<file path="src/rtl/quick_spi_ex.sv">
// Parametrised full-duplex SPI master with runtime divider, per-transfer mode and burst chip-select
// hold. Define QUICK_SPI_EX_LOOPBACK_EN to add a `loopback` input routing mosi into the receiver.
module quick_spi_ex #(
    parameter int unsigned DATA_WIDTH = 8,
    parameter int unsigned SLAVES     = 4,
    parameter int unsigned DIV_WIDTH  = 8,
    parameter int unsigned MSB_FIRST  = 1,
    parameter int unsigned SEL_WIDTH  = (SLAVES > 1) ? $clog2(SLAVES) : 1
) (
    input  logic                  clk,
    input  logic                  reset,
    input  logic                  start,
    output logic                  ready,
    output logic                  busy,
    input  logic [SEL_WIDTH-1:0]  slave_sel,
    input  logic                  cpol,
    input  logic                  cpha,
    input  logic [DIV_WIDTH-1:0]  clk_div,
    input  logic                  keep_ss,
    input  logic [DATA_WIDTH-1:0] tx_data,
    output logic [DATA_WIDTH-1:0] rx_data,
    output logic                  rx_valid,
    output logic                  sclk,
    output logic                  mosi,
`ifdef QUICK_SPI_EX_LOOPBACK_EN
    input  logic                  loopback,
`endif
    input  logic                  miso,
    output logic [SLAVES-1:0]     ss_n
);

    localparam int unsigned NEdges = 2 * DATA_WIDTH;
    localparam int unsigned EdgeW  = $clog2(NEdges + 1);

    typedef enum logic [1:0] {StIdle, StLinger, StShift, StHold} state_e;

    state_e                state_q, state_d;
    logic [DIV_WIDTH-1:0]  cnt_q, cnt_d;
    logic [DIV_WIDTH-1:0]  div_q, div_d;
    logic [EdgeW-1:0]      edge_q, edge_d;
    logic [DATA_WIDTH-1:0] tx_q, tx_d;
    logic [DATA_WIDTH-1:0] rxsh_q, rxsh_d;
    logic [DATA_WIDTH-1:0] rx_data_q, rx_data_d;
    logic                  rx_valid_q, rx_valid_d;
    logic                  sclk_q, sclk_d;
    logic                  mosi_q, mosi_d;
    logic [SLAVES-1:0]     ss_n_q, ss_n_d;
    logic                  cpol_q, cpol_d;
    logic                  cpha_q, cpha_d;
    logic                  keep_q, keep_d;
    logic                  rx_in;
    logic                  lead, last, do_sample, do_shift;

    function automatic logic first_bit(input logic [DATA_WIDTH-1:0] w);
        return (MSB_FIRST != 0) ? w[DATA_WIDTH-1] : w[0];
    endfunction

    function automatic logic [DATA_WIDTH-1:0] shift_out(input logic [DATA_WIDTH-1:0] w);
        return (MSB_FIRST != 0) ? {w[DATA_WIDTH-2:0], 1'b0} : {1'b0, w[DATA_WIDTH-1:1]};
    endfunction

    function automatic logic [DATA_WIDTH-1:0] shift_in(input logic [DATA_WIDTH-1:0] w,
                                                        input logic b);
        return (MSB_FIRST != 0) ? {w[DATA_WIDTH-2:0], b} : {b, w[DATA_WIDTH-1:1]};
    endfunction

    // Out-of-range indices match no line, leaving every select deasserted.
    function automatic logic [SLAVES-1:0] decode_sel(input logic [SEL_WIDTH-1:0] sel);
        logic [SLAVES-1:0] dec;
        dec = '1;
        for (int i = 0; i < int'(SLAVES); i++) begin
            dec[i] = (sel != SEL_WIDTH'(i));
        end
        return dec;
    endfunction

`ifdef QUICK_SPI_EX_LOOPBACK_EN
    assign rx_in = loopback ? mosi_q : miso;
`else
    assign rx_in = miso;
`endif

    // edge_q counts toggles already made, so an even count means the next edge is leading.
    assign lead      = ~edge_q[0];
    assign last      = (edge_q == EdgeW'(NEdges - 1));
    assign do_sample = cpha_q ? ~lead : lead;
    assign do_shift  = cpha_q ? lead : (~lead & ~last);

    always_comb begin
        state_d    = state_q;
        cnt_d      = cnt_q;
        div_d      = div_q;
        edge_d     = edge_q;
        tx_d       = tx_q;
        rxsh_d     = rxsh_q;
        rx_data_d  = rx_data_q;
        rx_valid_d = 1'b0;
        sclk_d     = sclk_q;
        mosi_d     = mosi_q;
        ss_n_d     = ss_n_q;
        cpol_d     = cpol_q;
        cpha_d     = cpha_q;
        keep_d     = keep_q;
        unique case (state_q)
            StIdle, StLinger: begin
                if (start) begin
                    state_d = StShift;
                    cnt_d   = clk_div;
                    div_d   = clk_div;
                    edge_d  = '0;
                    cpol_d  = cpol;
                    cpha_d  = cpha;
                    keep_d  = keep_ss;
                    if (cpha) begin
                        tx_d = tx_data;
                    end else begin
                        mosi_d = first_bit(tx_data);
                        tx_d   = shift_out(tx_data);
                    end
                    // A held select keeps its slave and clock level across the burst.
                    if (state_q == StIdle) begin
                        sclk_d = cpol;
                        ss_n_d = decode_sel(slave_sel);
                    end
                end
            end
            StShift: begin
                if (cnt_q == '0) begin
                    cnt_d  = div_q;
                    sclk_d = ~sclk_q;
                    edge_d = edge_q + EdgeW'(1);
                    if (do_sample) begin
                        rxsh_d = shift_in(rxsh_q, rx_in);
                    end
                    if (do_shift) begin
                        mosi_d = first_bit(tx_q);
                        tx_d   = shift_out(tx_q);
                    end
                    if (last) begin
                        state_d = StHold;
                    end
                end else begin
                    cnt_d = cnt_q - DIV_WIDTH'(1);
                end
            end
            StHold: begin
                if (cnt_q == '0) begin
                    rx_valid_d = 1'b1;
                    rx_data_d  = rxsh_q;
                    if (keep_q) begin
                        state_d = StLinger;
                    end else begin
                        state_d = StIdle;
                        ss_n_d  = '1;
                        mosi_d  = 1'b0;
                    end
                end else begin
                    cnt_d = cnt_q - DIV_WIDTH'(1);
                end
            end
            default: state_d = StIdle;
        endcase
    end

    always_ff @(posedge clk) begin
        if (reset) begin
            state_q    <= StIdle;
            cnt_q      <= '0;
            div_q      <= '0;
            edge_q     <= '0;
            tx_q       <= '0;
            rxsh_q     <= '0;
            rx_data_q  <= '0;
            rx_valid_q <= 1'b0;
            sclk_q     <= 1'b0;
            mosi_q     <= 1'b0;
            ss_n_q     <= '1;
            cpol_q     <= 1'b0;
            cpha_q     <= 1'b0;
            keep_q     <= 1'b0;
        end else begin
            state_q    <= state_d;
            cnt_q      <= cnt_d;
            div_q      <= div_d;
            edge_q     <= edge_d;
            tx_q       <= tx_d;
            rxsh_q     <= rxsh_d;
            rx_data_q  <= rx_data_d;
            rx_valid_q <= rx_valid_d;
            sclk_q     <= sclk_d;
            mosi_q     <= mosi_d;
            ss_n_q     <= ss_n_d;
            cpol_q     <= cpol_d;
            cpha_q     <= cpha_d;
            keep_q     <= keep_d;
        end
    end

    assign ready    = (state_q == StIdle) || (state_q == StLinger);
    assign busy     = ~ready;
    assign rx_data  = rx_data_q;
    assign rx_valid = rx_valid_q;
    assign sclk     = sclk_q;
    assign mosi     = mosi_q;
    assign ss_n     = ss_n_q;

endmodule

</file>
<file path="config.mk">
export PLATFORM = sky130hd
export DESIGN_NAME = quick_spi_ex
export DESIGN_NICKNAME = d
export VERILOG_FILES = /design/src/rtl/quick_spi_ex.sv
export SDC_FILE = /design/constraint.sdc
export NUM_CORES = 1
export LEC_CHECK = 0
export CELL_PAD_IN_SITES_DETAIL_PLACEMENT = 0
export CELL_PAD_IN_SITES_GLOBAL_PLACEMENT = 1
export CORE_MARGIN = 4
export CORE_UTILIZATION = 37
export DETAILED_ROUTE_END_ITERATION = 8
export GPL_ROUTABILITY_DRIVEN = 0
export PLACE_DENSITY = 0.79
export SYNTH_ARGS = -nofsm -noshare
export SYNTH_HDL_FRONTEND = slang
export SYNTH_SLANG_ARGS = --single-unit
</file>
<file path="constraint.sdc">
create_clock -name clk -period 1.97 [get_ports clk]
set_input_delay 0.4925 -clock clk [delete_from_list [all_inputs] [get_ports clk]]
set_output_delay 0.4925 -clock clk [all_outputs]
set_load 0.05 [all_outputs]
</file>
run_1/util_map.png
The die is cut into 10 by 10 equal tiles; black is low, pale yellow is high, 0 to 100% covered.
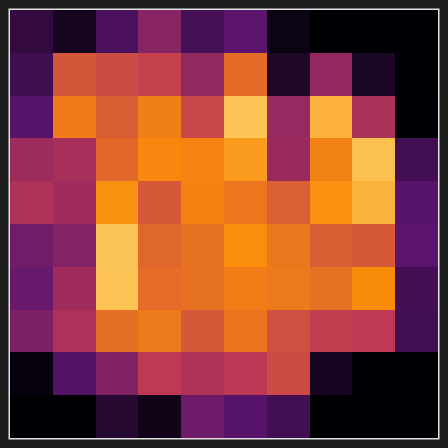
nearly empty tiles: 13%
tiles over 75% full: 10%
densest ninth of the die: middle
fullest tile: 87%
mean over tiles: 43%

run_1/layers.png
Bar = 20 um. Two of the layers only.
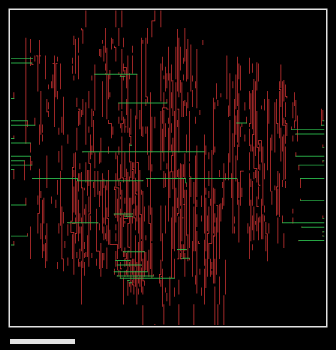
[M3] green | wire length: 347 um
[M2] red | wire length: 4030 um

run_1/ff_map.png
Bar = 20 um. Other sequential cells in the stronger grey, the rest of the logic in the fainter grey.
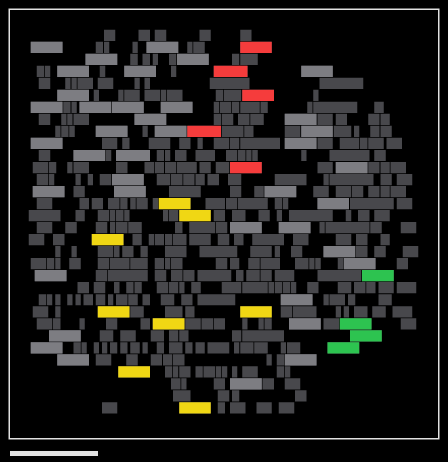
[`cnt_q`] yellow | placed flops: 8
[`edge_q`] red | placed flops: 5 | where: top middle
[`ss_n`] green | placed flops: 4 | where: bottom right
not coloured: 39

==> results.sh, run 1 <==
# physical design summary
export IMPL_route_detailed_vias_per_inst=5.43
export IMPL_setup_ws_ns=-0.0400
export IMPL_power_switching_uw=887
export IMPL_failing_checks="setup timing"
export IMPL_post_cts_setup_buffer_count=6
export IMPL_multiInputCombCellCount=245
export IMPL_htree_levels=2
export IMPL_final_util_pct=53.6
export IMPL_finalCriticalPeriod_ns=2.01
export IMPL_placed_cell_area_mm2=0.00372
export IMPL_average_instance_area_after_synthesis_um2=8.64
export IMPL_gr_usage_all_layers_pct=17.3
export IMPL_distinct_cells_synth=60
export IMPL_status="finished with violations"
export IMPL_initial_antenna_violation_count=0
export IMPL_p_comb_share_pct=28.0
export IMPL_layout_area_comb_mm2=0.00184
export IMPL_synth_area_yosys_mm2=0.00292
export IMPL_synth_seq_cells=56
export IMPL_cp_max_fo=7
export IMPL_area_of_the_mapped_netlist_mm2=0.00292
export IMPL_layout_non_clock_inverters=9
export IMPL_setup_violations=4
export IMPL_setup_tns_final_ns=-0.0589
export IMPL_holdCritPathClass="flip-flop to flip-flop"
export IMPL_placement_io_buffers=41
export IMPL_largestClassByArea="combinational gates"
export IMPL_place_inst=503
export IMPL_clock_latency_ns=0.31
export IMPL_tritoncts="built"
export IMPL_floorplan_nets=367
export IMPL_wire_length_of_the_first_global_routing_pass_um=13600
export IMPL_critical_path_reg2reg_endpoint="tx_q[0]$_SDFFE_PP0P_"
export IMPL_power_static_leakage_nw=1.62
export IMPL_setup_worst_path_start_class="flip-flop"
export IMPL_clock_tree_area_fraction_pct=2.37
export IMPL_synth_cells_yosys=338
export IMPL_number_of_maximum_capacitance_violations=0
export IMPL_hp_start="edge_q[4]$_SDFFE_PP0P_"
export IMPL_slew_violations=0
export IMPL_hold_buffers=0
export IMPL_area_share_nonclk_buffers_pct=21.6
export IMPL_openroad_warnings=29
export IMPL_synth_mux_area_fraction_pct=4.50
export IMPL_synth_edff_count=0
## run 1: metal layers
| layer | track usage, % | share of wire, % | wire (um) |
|---|---|---|---|
| met1 | 23.1 | 46 | 3840 |
| met2 | 29.1 | 48 | 4030 |
| met3 | 2.88 | 4.1 | 346 |
| met4 | 4.43 | 1.5 | 125 |
| met5 | 0 | 0 | 0 |
## run 1: cells by family (layout without fill, tap and decap cells)
logic type | count (synthesis) | count (layout)
AND-OR/OR-AND | 98 | 98
multiplexers | 13 | 13
adder cells (fa/ha/maj) | 4 | 4
flip-flops | 56 | 56
buffers and inverters | 37 | 117
AND/OR/NAND/NOR | 127 | 127
XOR/XNOR | 3 | 3
## run 1: state kept, by name (all words and copies together) (netlist names)
signal and flops:
state_q 2, rx_data 8, cnt_q 8, tx_q 8, cpha_q 1, mosi 1
rxsh_q 8, edge_q 5, rx_valid 1, div_q 8, sclk 1, ss_n 4
keep_q 1
## run 1: cells in the mapped netlist, types with 4 or more instances
| master | count | area, um^2 |
|---|---|---|
| sky130_fd_sc_hd__dfxtp_1 | 56 | 1120 |
| sky130_fd_sc_hd__nand2_1 | 55 | 206 |
| sky130_fd_sc_hd__a21oi_1 | 25 | 125 |
| sky130_fd_sc_hd__nor2_1 | 21 | 78.8 |
| sky130_fd_sc_hd__clkbuf_1 | 12 | 45.0 |
| sky130_fd_sc_hd__mux2i_1 | 12 | 120 |
| sky130_fd_sc_hd__a211oi_1 | 11 | 82.6 |
| sky130_fd_sc_hd__nor2b_1 | 11 | 68.8 |
| sky130_fd_sc_hd__a31oi_1 | 9 | 56.3 |
| sky130_fd_sc_hd__inv_1 | 9 | 33.8 |
| sky130_fd_sc_hd__a41o_1 | 8 | 80.1 |
| sky130_fd_sc_hd__buf_2 | 8 | 40.0 |
| sky130_fd_sc_hd__o21ai_0 | 8 | 40.0 |
| sky130_fd_sc_hd__a2111oi_0 | 6 | 52.6 |
| sky130_fd_sc_hd__nand3_1 | 6 | 30.0 |
| sky130_fd_sc_hd__or3_1 | 6 | 37.5 |
| sky130_fd_sc_hd__nor3_1 | 5 | 25.0 |
| sky130_fd_sc_hd__ha_1 | 4 | 50.1 |
| sky130_fd_sc_hd__o31ai_1 | 4 | 30.0 |
## run 1: worst max-delay path, stage by stage (launching register included)
cell	delay, ns
sky130_fd_sc_hd__dfxtp_2	0.35
sky130_fd_sc_hd__ha_4	0.15
sky130_fd_sc_hd__and3_4	0.18
sky130_fd_sc_hd__ha_4	0.17
sky130_fd_sc_hd__nor3b_4	0.25
sky130_fd_sc_hd__o2111ai_4	0.19
sky130_fd_sc_hd__buf_12	0.21
sky130_fd_sc_hd__buf_6	0.12
sky130_fd_sc_hd__a211oi_2	0.20
sky130_fd_sc_hd__a41o_1	0.12
## run 1: power groups by stage
stage                     Sequential (mW)  Clock [mW]  Combinational (mW)
after floorplan                      1.27           0               0.397
after global placement               1.26           0               0.669
after detailed placement             1.26           0               0.679
after CTS                            1.24       0.731               0.731
after global routing                 1.25       0.768               0.812
final                                1.24       0.701               0.754
## Run 2: what changed since run 1
--- a/config.mk
+++ b/config.mk
@@ -5,6 +5,7 @@
 export SDC_FILE = /design/constraint.sdc
 export NUM_CORES = 1
 export LEC_CHECK = 0
+export CAP_MARGIN = 40
 export CELL_PAD_IN_SITES_DETAIL_PLACEMENT = 0
 export CELL_PAD_IN_SITES_GLOBAL_PLACEMENT = 1
 export CORE_MARGIN = 4
@@ -12,6 +13,7 @@
 export DETAILED_ROUTE_END_ITERATION = 8
 export GPL_ROUTABILITY_DRIVEN = 0
 export PLACE_DENSITY = 0.79
+export SKIP_CTS_REPAIR_TIMING = 1
 export SYNTH_ARGS = -nofsm -noshare
 export SYNTH_HDL_FRONTEND = slang
 export SYNTH_SLANG_ARGS = --single-unit
run_2/util_map.png
The die is cut into 10 by 10 equal tiles; black is low, pale yellow is high, 0 to 100% covered.
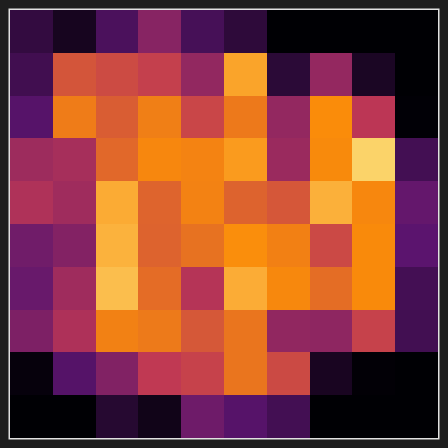
fullest tile: 90%
mean over tiles: 43%
nearly empty tiles: 14%
emptiest ninth of the die: bottom right
tiles over 75% full: 9.0%
densest ninth of the die: middle

run_2/ff_map.png
Bar = 20 um. Other sequential cells in the stronger grey, the rest of the logic in the fainter grey.
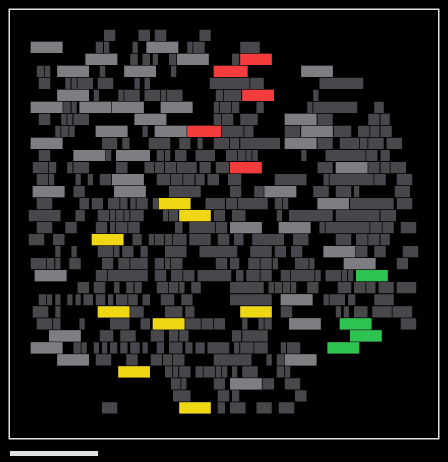
[`ss_n`] green | placed flops: 4 | where: bottom right
[`edge_q`] red | placed flops: 5 | where: top middle
[`cnt_q`] yellow | placed flops: 8
not coloured: 39

==> results.sh, run 2 <==
# physical design summary
export IMPL_crit_path_top_delay_cell="sky130_fd_sc_hd__dfxtp_2"
export IMPL_tritoncts="built"
export IMPL_setup_worst_path_start_class="flip-flop"
export IMPL_hp_start="edge_q[4]$_SDFFE_PP0P_"
export IMPL_average_instance_area_after_synthesis_um2=8.64
export IMPL_route_detailed_vias_per_inst=5.43
export IMPL_clock_latency_ns=0.31
export IMPL_path_class="flip-flop to flip-flop"
export IMPL_cp_max_fo=5
export IMPL_placed_cell_area_mm2=0.00372
export IMPL_setup_violations=4
export IMPL_setup_ws_ns=-0.0341
export IMPL_synth_edff_count=0
export IMPL_synth_largest_type_area_fraction_pct=38.4
export IMPL_failing_checks="setup timing"
export IMPL_crit_top_cell="sky130_fd_sc_hd__ha_4"
export IMPL_slew_violations=0
export IMPL_commonest_cells_in_the_netlist="sky130_fd_sc_hd__dfxtp_1 (56), sky130_fd_sc_hd__nand2_1 (55), sky130_fd_sc_hd__a21oi_1 (25)"
export IMPL_status="finished with violations"
export IMPL_wire_length_of_the_first_global_routing_pass_um=13000
export IMPL_number_of_maximum_capacitance_violations=0
export IMPL_io_pins=42
export IMPL_finalCriticalPeriod_ns=2.00
export IMPL_synth_area_yosys_mm2=0.00292
export IMPL_placement_io_buffers=41
export IMPL_synth_seq_cells=56
export IMPL_cp_cell_sequence="ha_4, and3_4, ha_4, nor3b_4, o2111ai_4, clkbuf_16, a2111oi_4, a41o_1"
export IMPL_netlist_top_cells_area="sky130_fd_sc_hd__dfxtp_1 (38%), sky130_fd_sc_hd__nand2_1 (7.1%), sky130_fd_sc_hd__a21oi_1 (4.3%), sky130_fd_sc_hd__mux2i_1 (4.1%), sky130_fd_sc_hd__a211oi_1 (2.8%)"
export IMPL_chip_area_mm2=0.00938
export IMPL_holdCritPathClass="flip-flop to flip-flop"
export IMPL_power_static_leakage_nw=1.61
export IMPL_floorplan_nets=367
export IMPL_most_popular_library_cell_in_the_synthesized_design_by_count="sky130_fd_sc_hd__dfxtp_1"
export IMPL_slowest_delay_ns=0.35
export IMPL_critical_path_reg2reg_endpoint="tx_q[6]$_SDFFE_PP0P_"
export IMPL_synth_cells_yosys=338
export IMPL_htree_levels=2
export IMPL_layout_area_comb_mm2=0.00184
export IMPL_area_of_the_mapped_netlist_mm2=0.00292
export IMPL_initial_antenna_violation_count=0
export IMPL_synth_warnings=0
export IMPL_openroad_warnings=28
export IMPL_distinct_cells_synth=60
export IMPL_core_util_floorplan_pct=38.0
run_2/congestion_map.png
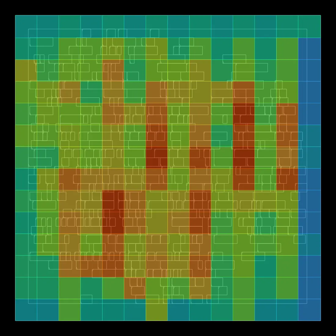
global-route met1 utilization: 22.6%
final core occ: 53.5%
GRT Total Usage: 16.4%
routed wirelength normalized by instance count: 16.0 um
met3 capacity usage during global routing: 2.67%

[run 2: worst max-delay path by stage]
stage | start | endpoint | cells after the start
after global placement | start | edge_q[4]$_SDFFE_PP0P_ | 7
after detailed placement | edge_q[0]$_SDFFE_PP0P_ | tx_q[2]$_SDFFE_PP0P_ | 8
final | edge_q[0]$_SDFFE_PP0P_ | tx_q[6]$_SDFFE_PP0P_ | 8
after global routing | edge_q[0]$_SDFFE_PP0P_ | tx_q[3]$_SDFFE_PP0P_ | 8
after floorplan | edge_q[0]$_SDFFE_PP0P_ | tx_q[6]$_SDFFE_PP0P_ | 8
after CTS | edge_q[0]$_SDFFE_PP0P_ | tx_q[2]$_SDFFE_PP0P_ | 8
[run 2: cell type report]
class                   instances  area share, %
flip-flops and latches         56           27.4
clock buffers                   5           1.67
multi-input cells             245           44.8
well taps                     102           3.11
clock inverters                 3          0.700
inverters                       9          0.914
repair buffers                 98           21.5
[run 2: kinds of logic (layout without fill, tap and decap cells)]
| kind of cell | after synthesis | in the layout | share of synthesized area, % |
|---|---|---|---|
| compound gates | 98 | 98 | 24.9 |
| xor+xnor | 3 | 3 | 0.900 |
| fa+ha+maj | 4 | 4 | 1.71 |
| buf+inv | 37 | 115 | 5.91 |
| flops | 56 | 56 | 38.4 |
| mux | 13 | 13 | 4.50 |
| simple gates | 127 | 127 | 23.7 |
[run 2: critical path, delay by kind of cell (launching register included)]
family / cells / cell delay (ns)
AOI/OAI and AO/OA: 3 / 0.65
adders and majority gates: 2 / 0.31
buffers and inverters: 1 / 0.21
DFF: 1 / 0.35
and+or+nand+nor: 2 / 0.42
[run 2: per-layer routing]
| metal | global-route usage, % | wire (um) |
|---|---|---|
| met1 | 22.6 | 3830 |
| met5 | 0 | 0 |
| met3 | 2.67 | 367 |
| met4 | 4.32 | 99 |
| met2 | 26.8 | 4000 |
[run 2: per-stage QoR]
stage | TNS, ns | instances
after floorplan | 0 | 338
after global placement | -0.792 | 503
after detailed placement | -2.20 | 503
after CTS | -1.57 | 511
after global routing | -0.461 | 518
final | -0.0584 | 518
[run 2: power breakdown]
part	leakage, nW	internal, mW	switching, mW	total, mW
Sequential	0.458	1.18	0.0586	1.24
Clock	0.0511	0.270	0.430	0.700
Combinational	1.10	0.359	0.401	0.760
## Run 3: what changed since run 2
--- a/config.mk
+++ b/config.mk
@@ -8,6 +8,7 @@
 export CAP_MARGIN = 40
 export CELL_PAD_IN_SITES_DETAIL_PLACEMENT = 0
 export CELL_PAD_IN_SITES_GLOBAL_PLACEMENT = 1
+export CORE_ASPECT_RATIO = 0.9
 export CORE_MARGIN = 4
 export CORE_UTILIZATION = 37
 export DETAILED_ROUTE_END_ITERATION = 8
run_3/util_map.png
The die is cut into 10 by 9 equal tiles; black is low, pale yellow is high, 0 to 100% covered.
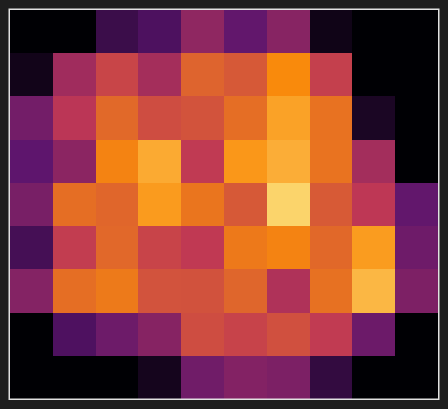
densest ninth of the die: middle
emptiest ninth of the die: top right
fullest tile: 91%
tiles over 75% full: 8.9%

run_3/class_map.png
Bar = 20 um. Fill, decap, tap and diode cells in grey.
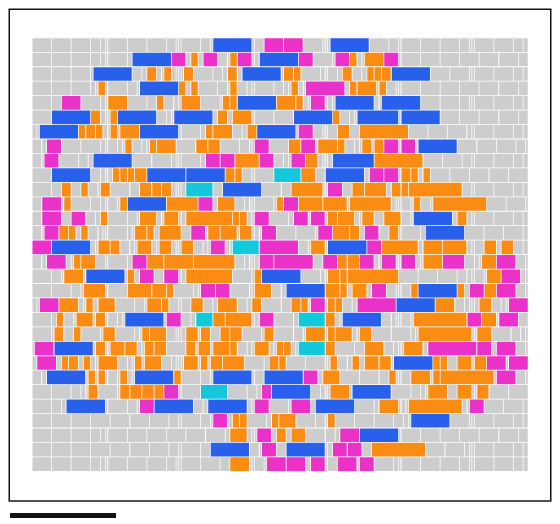
[registers] blue | cells: 56 | share of their area: 29%
[clock drivers and dummy loads] cyan | cells: 7 | share of their area: 2.3%
[remaining logic cells] orange | cells: 254 | share of their area: 48%
[remaining buffers and delay cells] magenta | cells: 94 | share of their area: 21%
final standard cell area without fillers: 0.00403 mm^2
Site Rows: 30
final core occ: 52.8%
sequential cell area share: 27.9%
floorplan core area: 0.00762 mm^2

==> results.sh, run 3 <==
# physical design summary
export IMPL_route_detailed_vias_per_inst=5.42
export IMPL_htree_levels=2
export IMPL_synth_seq_cells=56
export IMPL_openroad_warnings=28
export IMPL_synth_largest_type_area_fraction_pct=38.4
export IMPL_clk_transition_reported_paths_ns=0.10
export IMPL_power_static_leakage_nw=1.58
export IMPL_synth_edff_count=0
export IMPL_hp_start="rx_data[5]$_SDFFE_PP0P_"
export IMPL_clock_latency_ns=0.31
export IMPL_finalCriticalPeriod_ns=1.96
export IMPL_synth_top_cell_by_area="sky130_fd_sc_hd__dfxtp_1"
export IMPL_placement_io_buffers=41
export IMPL_initial_antenna_violation_count=0
export IMPL_setup_tns_final_ns=0
export IMPL_final_instance_count_without_filler_cells=507
export IMPL_tritoncts="built"
export IMPL_chip_area_mm2=0.00938
export IMPL_drt_pre_antenna_iters=4
export IMPL_lay_top_cells="sky130_fd_sc_hd__buf_4 (63), sky130_fd_sc_hd__nand2_1 (55), sky130_fd_sc_hd__dfxtp_1 (54), sky130_fd_sc_hd__a21oi_1 (25), sky130_fd_sc_hd__clkdlybuf4s50_1 (24)"
export IMPL_netlist_top_cells_area="sky130_fd_sc_hd__dfxtp_1 (38%), sky130_fd_sc_hd__nand2_1 (7.1%), sky130_fd_sc_hd__a21oi_1 (4.3%), sky130_fd_sc_hd__mux2i_1 (4.1%), sky130_fd_sc_hd__a211oi_1 (2.8%)"
export IMPL_status="finished, final reports clean"
export IMPL_average_instance_area_after_synthesis_um2=8.64
export IMPL_critical_path_reg2reg_endpoint="tx_q[7]$_SDFFE_PP0P_"
export IMPL_core_util_floorplan_pct=38.3
export IMPL_drtIter0Drc=78
export IMPL_synth_cells_yosys=338
export IMPL_setup_ws_ns=0.00961
export IMPL_area_of_the_mapped_netlist_mm2=0.00292
export IMPL_layout_area_comb_mm2=0.00182
export IMPL_path_class="flip-flop to flip-flop"
export IMPL_setup_worst_path_start_class="flip-flop"
export IMPL_cp_max_fo=7
export IMPL_most_popular_library_cell_in_the_synthesized_design_by_count="sky130_fd_sc_hd__dfxtp_1"
export IMPL_commonest_cells_in_the_netlist="sky130_fd_sc_hd__dfxtp_1 (56), sky130_fd_sc_hd__nand2_1 (55), sky130_fd_sc_hd__a21oi_1 (25)"
export IMPL_io_pins=42
export IMPL_holdCritPathClass="flip-flop to flip-flop"
export IMPL_floorplan_nets=367
run_3/layers.png
Bar = 20 um. Two of the layers only.
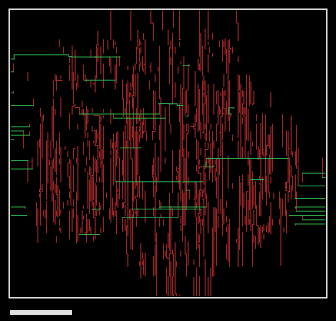
[M3] green | wire length: 356 um
[M2] red | wire length: 3890 um
final wirelength: 8020 um
GRT Total Usage: 16.8%
routed wirelength normalized by instance count: 15.8 um
total vias in the final route: 2746

[run 3: cell count changes in the layout (fill, tap and decap cells not counted), sizes merged]
cell	before	now
clkdlybuf4s50	23	24
dlymetal6s2s	4	0
inv	11	8
buf	70	69
clkinv	0	1
clkbuf	6	7
[run 3: logic make-up (layout without fill, tap and decap cells)]
group                      after synthesis  after routing  share of synthesized area (%)
and+or+nand+nor                        127            127                           23.7
AOI/OAI and AO/OA                       98             98                           24.9
DFF                                     56             56                           38.4
buffers and inverters                   37            110                           5.91
muxes                                   13             13                           4.50
adders and majority gates                4              4                           1.71
xor gates and xnor gates                 3              3                          0.900
[run 3: layout make-up]
type | instances | share of cell area [%]
timing repair buffer | 94 | 20.7
multi-input combinational | 245 | 45.2
clock inverter | 1 | 0.218
sequential | 56 | 27.9
clock buffer | 6 | 2.05
tap | 96 | 2.98
inverter | 9 | 0.932
[run 3: where the power goes]
group	leakage [nW]	switching, mW	total [mW]	internal (mW)
combinational	1.08	0.380	0.719	0.339
clock	0.0473	0.372	0.654	0.282
sequential	0.458	0.0605	1.24	1.18
total	1.58	0.812	2.62	1.80
[run 3: critical path: stages, from the launching register on]
cell and delay [ns]:
sky130_fd_sc_hd__dfxtp_2 0.35, sky130_fd_sc_hd__ha_4 0.16, sky130_fd_sc_hd__and3_4 0.18, sky130_fd_sc_hd__ha_4 0.16, sky130_fd_sc_hd__nor3b_4 0.24, sky130_fd_sc_hd__o2111ai_4 0.20, sky130_fd_sc_hd__buf_12 0.21, sky130_fd_sc_hd__a2111oi_4 0.29
sky130_fd_sc_hd__a41o_1 0.13
[run 3: through the flow]
step           hold WS, ns  cell area [um^2]
2_1_floorplan        0.432              2930
3_3_place_gp         0.441              3650
3_5_place_dp         0.446              3650
4_1_cts              0.450              3740
5_1_grt              0.481              4030
6_report             0.456              4030
[run 3: worst max path at each step]
stage / from / end / slack (ns) / cells past startpoint
2_1_floorplan: edge_q[0]$_SDFFE_PP0P_ / tx_q[6]$_SDFFE_PP0P_ / 0.02 / 8
3_3_place_gp: start / edge_q[3]$_SDFFE_PP0P_ / -0.11 / 6
3_5_place_dp: start / edge_q[3]$_SDFFE_PP0P_ / -0.18 / 6
4_1_cts: edge_q[0]$_SDFFE_PP0P_ / tx_q[4]$_SDFFE_PP0P_ / -0.15 / 8
5_1_grt: edge_q[0]$_SDFFE_PP0P_ / tx_q[7]$_SDFFE_PP0P_ / -0.06 / 8
6_report: edge_q[0]$_SDFFE_PP0P_ / tx_q[7]$_SDFFE_PP0P_ / 0.01 / 8
[run 3: per-layer routing]
metal	part of all wire [%]	global-route usage, %	vias up
li1	-	-	1386
met1	46	22.9	1298
met2	49	26.9	56
met3	4.4	3.19	6
met4	0.81	4.87	0
met5	0	0	-
Power and IR drop assume default switching activity.
